--- src/rtl/instr_loader.sv ---
// instr_loader: boot-time program writer for the byte-addressed instruction memory.
// A byte stream (valid/ready) is packed little-endian into 32-bit words and sent to
// the memory's registered word-write port. Words go to consecutive addresses from
// BASE_ADDR. The core is held in reset until done is high.
//
// Optional feature macro: LOADER_CHECKSUM_EN. When it is defined, one checksum byte
// follows the image. The 8-bit sum of all image bytes plus the checksum must be zero.
//
// Ports:
//   clk       rising-edge clock
//   rst_n     synchronous active-low reset
//   start     begin a fresh load (sampled in IDLE/DONE/ERR)
//   s_data    stream byte
//   s_valid   s_data valid
//   s_last    final image byte marker (qualified by s_valid)
//   s_ready   loader accepts a byte this cycle
//   we        one-cycle word write strobe
//   WA        word byte address (always 4-byte aligned)
//   WD        packed word, first stream byte in WD[7:0]
//   busy      high while loading (LOAD / CHECK)
//   done      high while in DONE
//   err       high while in ERR (overflow or bad checksum)
//   word_cnt  words written since the last start
module instr_loader #(
  parameter int unsigned                ADDRESS_WIDTH = 32,
  parameter int unsigned                DATA_WIDTH    = 8,
  parameter int unsigned                INSTR_WIDTH   = 32,
  parameter int unsigned                MEM_BYTES     = 4096,
  parameter logic [ADDRESS_WIDTH-1:0]   BASE_ADDR     = '0
) (
  input  logic                     clk,
  input  logic                     rst_n,
  input  logic                     start,
  input  logic [DATA_WIDTH-1:0]    s_data,
  input  logic                     s_valid,
  input  logic                     s_last,
  output logic                     s_ready,
  output logic                     we,
  output logic [ADDRESS_WIDTH-1:0] WA,
  output logic [INSTR_WIDTH-1:0]   WD,
  output logic                     busy,
  output logic                     done,
  output logic                     err,
  output logic [ADDRESS_WIDTH-1:0] word_cnt
);

  // One bit wider than the address so that BASE_ADDR + MEM_BYTES cannot wrap.
  localparam logic [ADDRESS_WIDTH:0]   ADDR_LIMIT =
    {1'b0, BASE_ADDR} + (ADDRESS_WIDTH+1)'(MEM_BYTES);
  localparam logic [ADDRESS_WIDTH-1:0] MAX_WORDS = ADDRESS_WIDTH'(MEM_BYTES / 4);
  localparam int unsigned              BUF_W     = INSTR_WIDTH - DATA_WIDTH;

`ifdef LOADER_CHECKSUM_EN
  typedef enum logic [2:0] {IDLE, LOAD, CHECK, DONE, ERR} state_t;
`else
  typedef enum logic [2:0] {IDLE, LOAD, DONE, ERR} state_t;
`endif

  state_t                   state_q, state_d;
  logic [ADDRESS_WIDTH-1:0] wr_addr_q;
  logic [1:0]               lane_q;
  logic [BUF_W-1:0]         buf_q;
`ifdef LOADER_CHECKSUM_EN
  logic [DATA_WIDTH-1:0]    sum_q;
`endif

  logic                     clear_load;
  logic                     take_byte;
  logic                     write_word;
  logic                     overflow;
  logic [INSTR_WIDTH-1:0]   word_pack;

  always_ff @(posedge clk) begin
    if (!rst_n) state_q <= IDLE;
    else        state_q <= state_d;
  end

  always_comb begin
    state_d    = state_q;
    s_ready    = 1'b0;
    busy       = 1'b0;
    done       = 1'b0;
    err        = 1'b0;
    clear_load = 1'b0;
    take_byte  = 1'b0;
    write_word = 1'b0;
    overflow   = ({1'b0, wr_addr_q} >= ADDR_LIMIT);
    // Lanes above the current one are already zero in buf_q, so a partial word
    // is padded with 0x00 automatically.
    word_pack  = {{DATA_WIDTH{1'b0}}, buf_q};
    word_pack[{lane_q, 3'b000} +: DATA_WIDTH] = s_data;

    case (state_q)
      IDLE, DONE, ERR: begin
        done = (state_q == DONE);
        err  = (state_q == ERR);
        if (start) begin
          state_d    = LOAD;
          clear_load = 1'b1;
        end
      end
      LOAD: begin
        s_ready = 1'b1;
        busy    = 1'b1;
        if (s_valid) begin
          if (overflow) begin
            state_d = ERR;
          end else begin
            take_byte  = 1'b1;
            write_word = (lane_q == 2'd3) || s_last;
            if (s_last) begin
`ifdef LOADER_CHECKSUM_EN
              state_d = CHECK;
`else
              state_d = DONE;
`endif
            end
          end
        end
      end
`ifdef LOADER_CHECKSUM_EN
      CHECK: begin
        s_ready = 1'b1;
        busy    = 1'b1;
        if (s_valid) begin
          state_d = (DATA_WIDTH'(sum_q + s_data) == '0) ? DONE : ERR;
        end
      end
`endif
      default: state_d = IDLE;
    endcase
  end

  always_ff @(posedge clk) begin
    if (!rst_n) begin
      we        <= 1'b0;
      WA        <= BASE_ADDR;
      WD        <= '0;
      word_cnt  <= '0;
      wr_addr_q <= BASE_ADDR;
      lane_q    <= '0;
      buf_q     <= '0;
`ifdef LOADER_CHECKSUM_EN
      sum_q     <= '0;
`endif
    end else begin
      we <= 1'b0;
      if (clear_load) begin
        word_cnt  <= '0;
        wr_addr_q <= BASE_ADDR;
        lane_q    <= '0;
        buf_q     <= '0;
`ifdef LOADER_CHECKSUM_EN
        sum_q     <= '0;
`endif
      end
      if (take_byte) begin
`ifdef LOADER_CHECKSUM_EN
        sum_q <= sum_q + s_data;
`endif
        if (write_word) begin
          we        <= 1'b1;
          WA        <= wr_addr_q;
          WD        <= word_pack;
          wr_addr_q <= wr_addr_q + ADDRESS_WIDTH'(4);
          lane_q    <= '0;
          buf_q     <= '0;
          if (word_cnt != MAX_WORDS) word_cnt <= word_cnt + 1'b1;
        end else begin
          lane_q <= lane_q + 2'd1;
          buf_q  <= word_pack[BUF_W-1:0];
        end
      end
    end
  end

  a_wa_aligned: assert property (@(posedge clk) we |-> (WA[1:0] == 2'b00));
  a_base_aligned: assert property (@(posedge clk) BASE_ADDR[1:0] == 2'b00);
  a_widths: assert property (@(posedge clk) (DATA_WIDTH == 8) && (INSTR_WIDTH == 32));

endmodule

--- config.mk ---
export PLATFORM = sky130hd
export DESIGN_NAME = instr_loader
export DESIGN_NICKNAME = d
export VERILOG_FILES = /design/src/rtl/instr_loader.sv
export SDC_FILE = /design/constraint.sdc
export NUM_CORES = 1
export LEC_CHECK = 0
export ABC_AREA = 1
export CAP_MARGIN = 25
export CORE_MARGIN = 2
export CORE_UTILIZATION = 55
export CTS_BUF_LIST = sky130_fd_sc_hd__clkbuf_8
export DETAILED_ROUTE_END_ITERATION = 12
export GPL_TIMING_DRIVEN = 1
export HOLD_SLACK_MARGIN = 0.08
export PLACE_DENSITY_LB_ADDON = 0.08
export SYNTH_ARGS = -nofsm -noshare
export SYNTH_HDL_FRONTEND = slang
export SYNTH_SLANG_ARGS = --single-unit
--- constraint.sdc ---
create_clock -name clk -period 6.41 [get_ports clk]
set_clock_uncertainty 0.2 [all_clocks]
set_input_delay 1.6025 -clock clk [delete_from_list [all_inputs] [get_ports clk]]
set_output_delay 1.6025 -clock clk [all_outputs]
set_load 0.02 [all_outputs]
run_1/m3.png
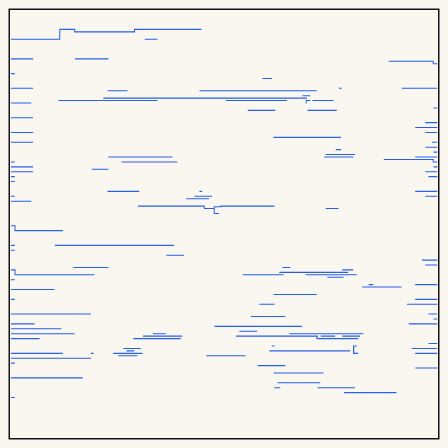
- wire length on this layer: 1100 µm
- longest straight run: 56.1 µm
- main direction: horizontal
- nets with wire on the layer: 102
- share of all routed wire: 6.4%

run_1/congestion_map.png
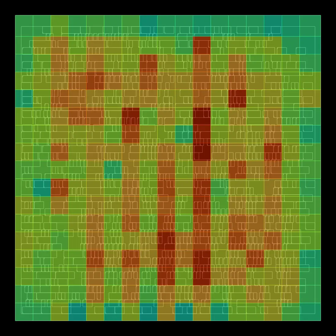
global routing usage on met2: 37.10%
M3 GR Usage: 5.405%
post-DR wirelength/cell: 12.55 µm
gr usage total: 24.67%

run_1/ff_map.png
Other sequential cells in the stronger gray, the rest of the logic in the fainter gray.
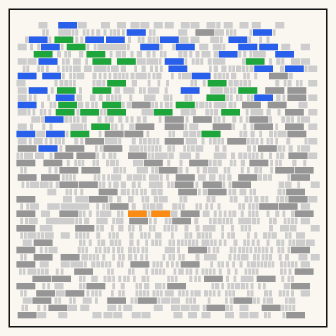
- orange: state_q (sequential cells 2)
- blue: WD (sequential cells 32; where a horizontal strip, top)
- green: buf_q (sequential cells 24)

==> out/results.ini, run 1 <==
[status]
status=finished, final reports clean

[route]
viasPerCell=5.003
routed_wl_um=17280
vias=6884
antenna_left=0

[job]
warnings=34

[cells_and_area]
final_cell_mix=355 x nand2_1, 195 x nor2_1, 157 x dfxtp_1
lay_top_count=nand2_1
drive_above_1_share_pct=4.734
antenna_cells=0
fin_area_um2=8816

[yosys]
aoi_share_pct=8.176
yosys.cell_types.count=31
synth_xor_xnor_area_share_pct=0.3638
yosysTopAreaCell=dfxtp_1
synth.mux.area_fraction_pct=0
ys_area_um2=7223
top_cells_by_area=dfxtp_1 44%, nand2_1 18%, nor2_1 10%
syn_nets=1118

[timing]
tightestPinTransition_ns=0.7895
setup_viol=0
final-max-slew-violation-count=0
fmax_mhz=278.4
maxSlewHeadroom_pct=47.31

[hold_path]
whs_path_depth=2
hp-start=WA[30]
hold_end=WA[30]

[floorplanning]
pin_count=114
initial_core_util_pct=56.78
die_area_um2=14070
chipHeight_um=118.6
coreArea_um2=12720

[cts]
cts_resized=0
path_clk_slew_ns=0.08

[critical_path]
reg2regPathDepth=7
crit_arrival_ns=3.79
cp_cell_sequence=clkdlybuf4s50_1, inv_1, nor2_1, inv_1, nor2_4, nand2_2, nor2_4, nand3_1, nand2_1
reg2reg_from=lane_q[0]
required_ns=6.60
crit_start=s_valid
end_kind=flip-flop
crit_type=in2reg

[grt]
grt_overflow=0
antenna_found_initial=0

[power]
leakagePower_nw=3.434

[placement]
gp_congestion=0.8915

run 1: final cells by class:
cell class	count	area (µm²)
Fill cell	1199	3906
Multi-Input combinational cell	764	3371
Sequential cell	157	3143
Timing Repair Buffer	118	1176
Inverter	134	503.0
Clock buffer	19	261.5
Tap cell	172	215.2
Clock inverter	12	146.4
run 1: synth_stat cells, drive strengths merged:
cell type,n
clkinv,1
o21a,7
ha,10
o32ai,5
a21oi,49
nor2,207
clkbuf,16
xor2,3
and2,1
buf,24
dfxtp,157
nand2,359
inv,133
nand3b,2
nand4,11
or2,2
nor3,14
nand3,49
o22ai,19
o21ai,26
run 1: worst min-delay path, stage by stage, from the launching register on:
cell and delay, ns:
dfxtp_1 0.31, inv_1 0.04, nor2_1 0.03
run 1: report_power, final:
group	internal, mW	switching [mW]	total [mW]
Combinational	0.0304	0.0779	0.108
Sequential	0.979	0.00399	0.983
Clock	0.400	0.359	0.759
Total	1.41	0.441	1.85
run 1: sequential cells by signal (all words and copies together) (netlist names):
register   count
state_q        2
WA            32
wr_addr_q     32
word_cnt      32
WD            32
we             1
buf_q         24
lane_q         2
run 1: metal layers:
metal / share of wire, % / vias to the layer above / wire [µm] / GRT usage (%)
met3: 6.4 / 18 / 1101 / 5.405
met2: 43 / 191 / 7482 / 37.10
met4: 1.2 / 0 / 208 / 7.292
met5: 0 / - / 0 / 0
met1: 49 / 3106 / 8483 / 35.37
li1: - / 3569 / - / -
run 1: metrics by stage:
step           util, %  hold WS (ns)  setup slack (ns)
5_1_grt          69.30        0.2473             2.543
2_1_floorplan        -        0.2083             3.550
3_5_place_dp     65.97        0.2165             2.346
3_3_place_gp     65.97        0.2130             2.371
6_report         69.30        0.2249             2.818
4_1_cts          69.18        0.2282             2.802
==> run 2: changes to the inputs <==
Clock period 6.41 ns to 3.58 ns, I/O delays scaled along.
run_2/layers.png
Only two layers are drawn.
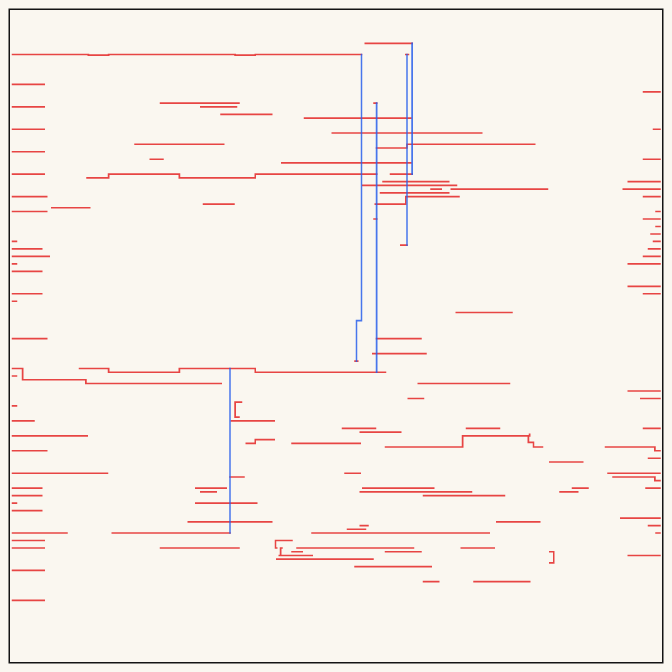
- blue: M4 (wire length 194 µm)
- red: M3 (wire length 1150 µm)

run_2/congestion_map.png
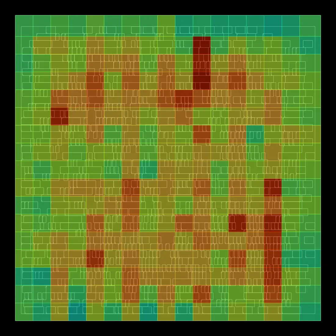
Core Util, Final: 70.11%
M3 GR Usage: 6.419%
gr usage total: 25.49%
post-DR wirelength/cell: 12.82 µm

run_2/m3.png
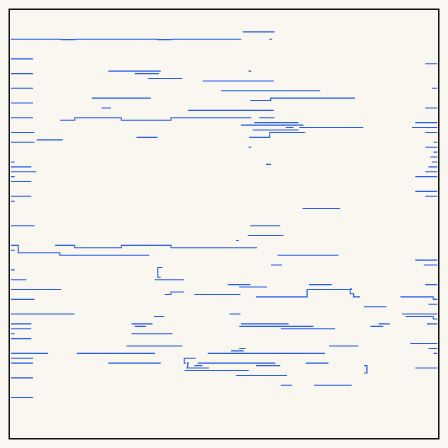
- wire length on this layer: 1150 µm
- longest straight run: 32.2 µm
- share of all routed wire: 6.5%
- nets with wire on the layer: 107
- main direction: horizontal

==> out/results.ini, run 2 <==
[status]
status=finished, final reports clean

[yosys]
async_flop_share_pct=0  ; unchanged
aoi_share_pct=8.176  ; unchanged
ys.flop_type=dfxtp_1
ys_area_um2=7223  ; unchanged
yosysMostFrequentCell=nand2_1
synth.mux.area_fraction_pct=0  ; unchanged
yosys.cell_types.count=31  ; unchanged
ys_top_cells_by_count=355 x nand2_1, 195 x nor2_1, 157 x dfxtp_1
synth_xor_xnor_area_share_pct=0.3638  ; unchanged
yosysTopAreaCell=dfxtp_1
syn_nets=1118  ; unchanged
synth-edff-count=0  ; unchanged

[cts]
path_clk_slew_ns=0.08  ; about the same
cts_resized=0  ; unchanged

[critical_path]
end_kind=output pin
crit_type=reg2out
crit_arrival_ns=1.80  ; -1.99 ns

[power]
seq_power_share_pct=50.5  ; -2.6 points
powerComb_uw=197  ; +82%
leakagePower_nw=3.487  ; +1.5%
switchingPower_uw=823.9  ; +87%
clock_power_mw=1.53  ; +100%

[cells_and_area]
lay_top_count=nand2_1
final_cell_mix=355 x nand2_1, 195 x nor2_1, 157 x dfxtp_1
fin_area_um2=8920  ; +1.2%
antenna_cells=0  ; unchanged

[timing]
maxSlewHeadroom_pct=58.87  ; +12 points
fmax_mhz=345.9
tightestPinTransition_ns=0.6155  ; -0.1740 ns

[floorplanning]
chipHeight_um=118.6  ; unchanged
coreArea_um2=12720  ; unchanged
die_area_um2=14070  ; unchanged

[grt]
antenna_found_initial=0  ; unchanged
grt_overflow=0  ; unchanged

[placement]
gp_congestion=0.9083  ; +1.9%

[job]
warnings=34  ; unchanged

[run 2: cell count changes in the layout (fill, tap and decap cells not counted)]
cell,delta
clkinv_2,+1
inv_1,-2
clkinvlp_4,-1
buf_8,-1
inv_6,+2
clkbuf_8,-1
bufinv_16,+2
buf_4,+6
buf_12,+1
[run 2: stage by stage]
step	utilization (%)	hold slack, ns	cells	total power, mW	worst slack [ns]
detailed placement	66.48	0.2170	1351	1.995	0.5428
global placement	66.48	0.2136	1351	1.993	0.5972
floorplan	-	0.2083	1095	1.928	1.428
global route	70.11	0.2460	1383	3.597	0.5802
finish	70.11	0.2267	1383	3.483	0.6894
CTS	70.11	0.2295	1383	3.504	0.6587
[run 2: worst max-delay path, stage by stage, from the launching register on]
cell and delay, ns:
dfxtp_1 0.39, nand2_1 0.11, inv_2 0.17, clkdlybuf4s50_1 0.67
[run 2: final timing paths]
check	to	startpoint	depth (start not counted)	slack, ns
max	s_ready	state_q[0]	3	0.69
min	wr_addr_q[31]	wr_addr_q[31]	2	0.23
max reg2reg	buf_q[1]	lane_q[0]	7	0.76
min reg2reg	wr_addr_q[31]	wr_addr_q[31]	2	0.23
[run 2: layer usage]
layer / up-vias / part of all wire [%] / global-route usage, %
met1: 3128 / 48 / 35.94
met3: 15 / 6.5 / 6.419
li1: 3575 / - / -
met2: 203 / 44 / 38.86
met5: - / 0 / 0
met4: 0 / 1.1 / 6.696
[run 2: layout make-up]
class	instances	area (µm²)
Tap cell	172	215.2
Clock inverter	14	214.0
Fill cell	1202	3802
Sequential cell	157	3143
Timing Repair Buffer	124	1226
Multi-Input combinational cell	764	3371
Inverter	134	503.0
Clock buffer	18	247.7
==> run 3: changes to the inputs <==
Clock period 3.58 ns to 2.7 ns, I/O delays scaled along.
run_3/ff_map.png
Other sequential cells in the stronger gray, the rest of the logic in the fainter gray.
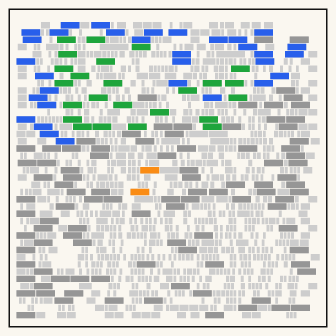
- orange: state_q (sequential cells 2)
- green: buf_q (sequential cells 24)
- blue: WD (sequential cells 32)
- not colored: 99

run_3/m3.png
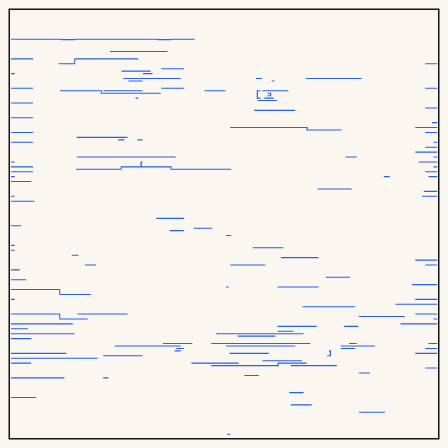
- wire length on this layer: 1050 µm
- nets with wire on the layer: 113
- longest straight run: 27.1 µm
- share of all routed wire: 6.0%
- main direction: horizontal

run_3/pinout.png
Pins as bars across the die edge, other pins in gray.
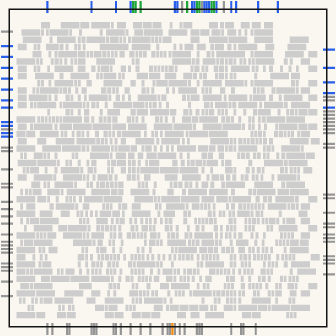
- green: s_data (pins 8; direction input; edge top)
- orange: s_ready (pins 1; direction output; edge bottom)
- blue: WD (pins 32; direction output; edge 16 top, 11 left, 5 right)
- all pins by edge: 32 left, 28 right, 27 bottom, 27 top

==> out/results.ini, run 3 <==
[cells_and_area]
antenna_cells=0  ; unchanged
flop_area_um2=3143  ; unchanged
fillCellCount=1122  ; -6.7%
fin_area_um2=8985  ; +0.73%
comb_area_um2=3371  ; unchanged

[critical_path]
reg2reg_setup_slack_ns=0.39  ; -0.37 ns
reg2reg_from=lane_q[0]
crit_type=reg2out
cpMaxStageDelayCell=clkdlybuf4s50_1
crit_arrival_ns=1.67  ; -0.13 ns
reg2regPathDepth=7  ; unchanged
cp_slowest_stage_delay_ns=0.63  ; -0.04 ns

[power]
seq_power_share_pct=54.6  ; +4.1 points
leakagePower_nw=3.559  ; +2.1%
power.total_mw=4.269  ; +23%

[timing]
fmax_mhz=392.8
tightestPinTransition_ns=0.4848  ; -0.1307 ns
postLayoutSetupSlackWorst_ns=0.1542  ; -0.5352 ns

[floorplanning]
die_area_um2=14070  ; unchanged
coreArea_um2=12720  ; unchanged
chipHeight_um=118.6  ; unchanged

[yosys]
synth-edff-count=0  ; unchanged
yosysTopAreaCell=dfxtp_1
ys_top_cells_by_count=355 x nand2_1, 195 x nor2_1, 157 x dfxtp_1
syn_nets=1118  ; unchanged

[job]
warnings=34  ; unchanged

[hold_path]
hold_end=WA[26]
hp-start=WA[26]
whs_path_depth=2  ; unchanged

[grt]
antenna_found_initial=0  ; unchanged
grt_use_met2_pct=38.29  ; -0.57 points
gr-usage-all-layers_pct=25.37  ; -0.13 points

[status]
status=finished, final reports clean

[route]
wire_per_inst_um=12.61  ; -1.7%

==> run 3: cell counts after synthesis <==
Identical to the previous run, type by type.
==> run 3: final cells by class <==
cell class,instances,area share [%]
Timing Repair Buffer,135,15.40
Clock buffer,17,2.604
Inverter,134,5.598
Clock inverter,15,1.504
Multi-Input combinational cell,764,37.52
Sequential cell,157,34.98
Tap cell,172,2.395
==> run 3: what timing repair did <==
item / CTS / global route
setup endpoints to repair: 0 / 2
endpoints found under the hold margin: 0 / 0
gates resized: 0 / 2
==> run 3: power by group through the flow <==
stage | Combinational [mW] | Sequential [mW] | Clock, mW
after floorplan | 0.166 | 2.39 | 0
after global placement | 0.283 | 2.39 | 0
after detailed placement | 0.283 | 2.39 | 0
after CTS | 0.284 | 2.33 | 1.69
after global routing | 0.315 | 2.33 | 1.77
final | 0.291 | 2.33 | 1.65
==> run 3: logic make-up after synthesis <==
group           count (synthesis)  synth area share, %
simple gates                  645                36.39
fa+ha+maj                      10                1.732
compound gates                106                8.176
xor+xnor                        3               0.3638
flops                         157                43.51
buf+inv                       174                9.821
==> run 3: per-layer routing <==
metal	part of all wire (%)	up-vias	wire length (µm)
li1	-	3606	-
met1	49	3220	8676
met2	43	204	7623
met3	6.0	18	1051
met4	1.3	0	224
met5	0	-	0
==> run 3: per-stage QoR <==
step / hold slack (ns) / std cells
4_1_cts: 0.2284 / 1393
3_3_place_gp: 0.2134 / 1361
6_report: 0.2255 / 1394
2_1_floorplan: 0.2083 / 1095
3_5_place_dp: 0.2174 / 1361
5_1_grt: 0.2439 / 1394
==> run 3: critical path: cells and delay by family (launching register included) <==
family	cells	cell delay [ns]
buffers and inverters	2	0.69
DFF	1	0.37
and+or+nand+nor	1	0.16
Power figures rest on the tool's default switching activity, not on a simulated workload.
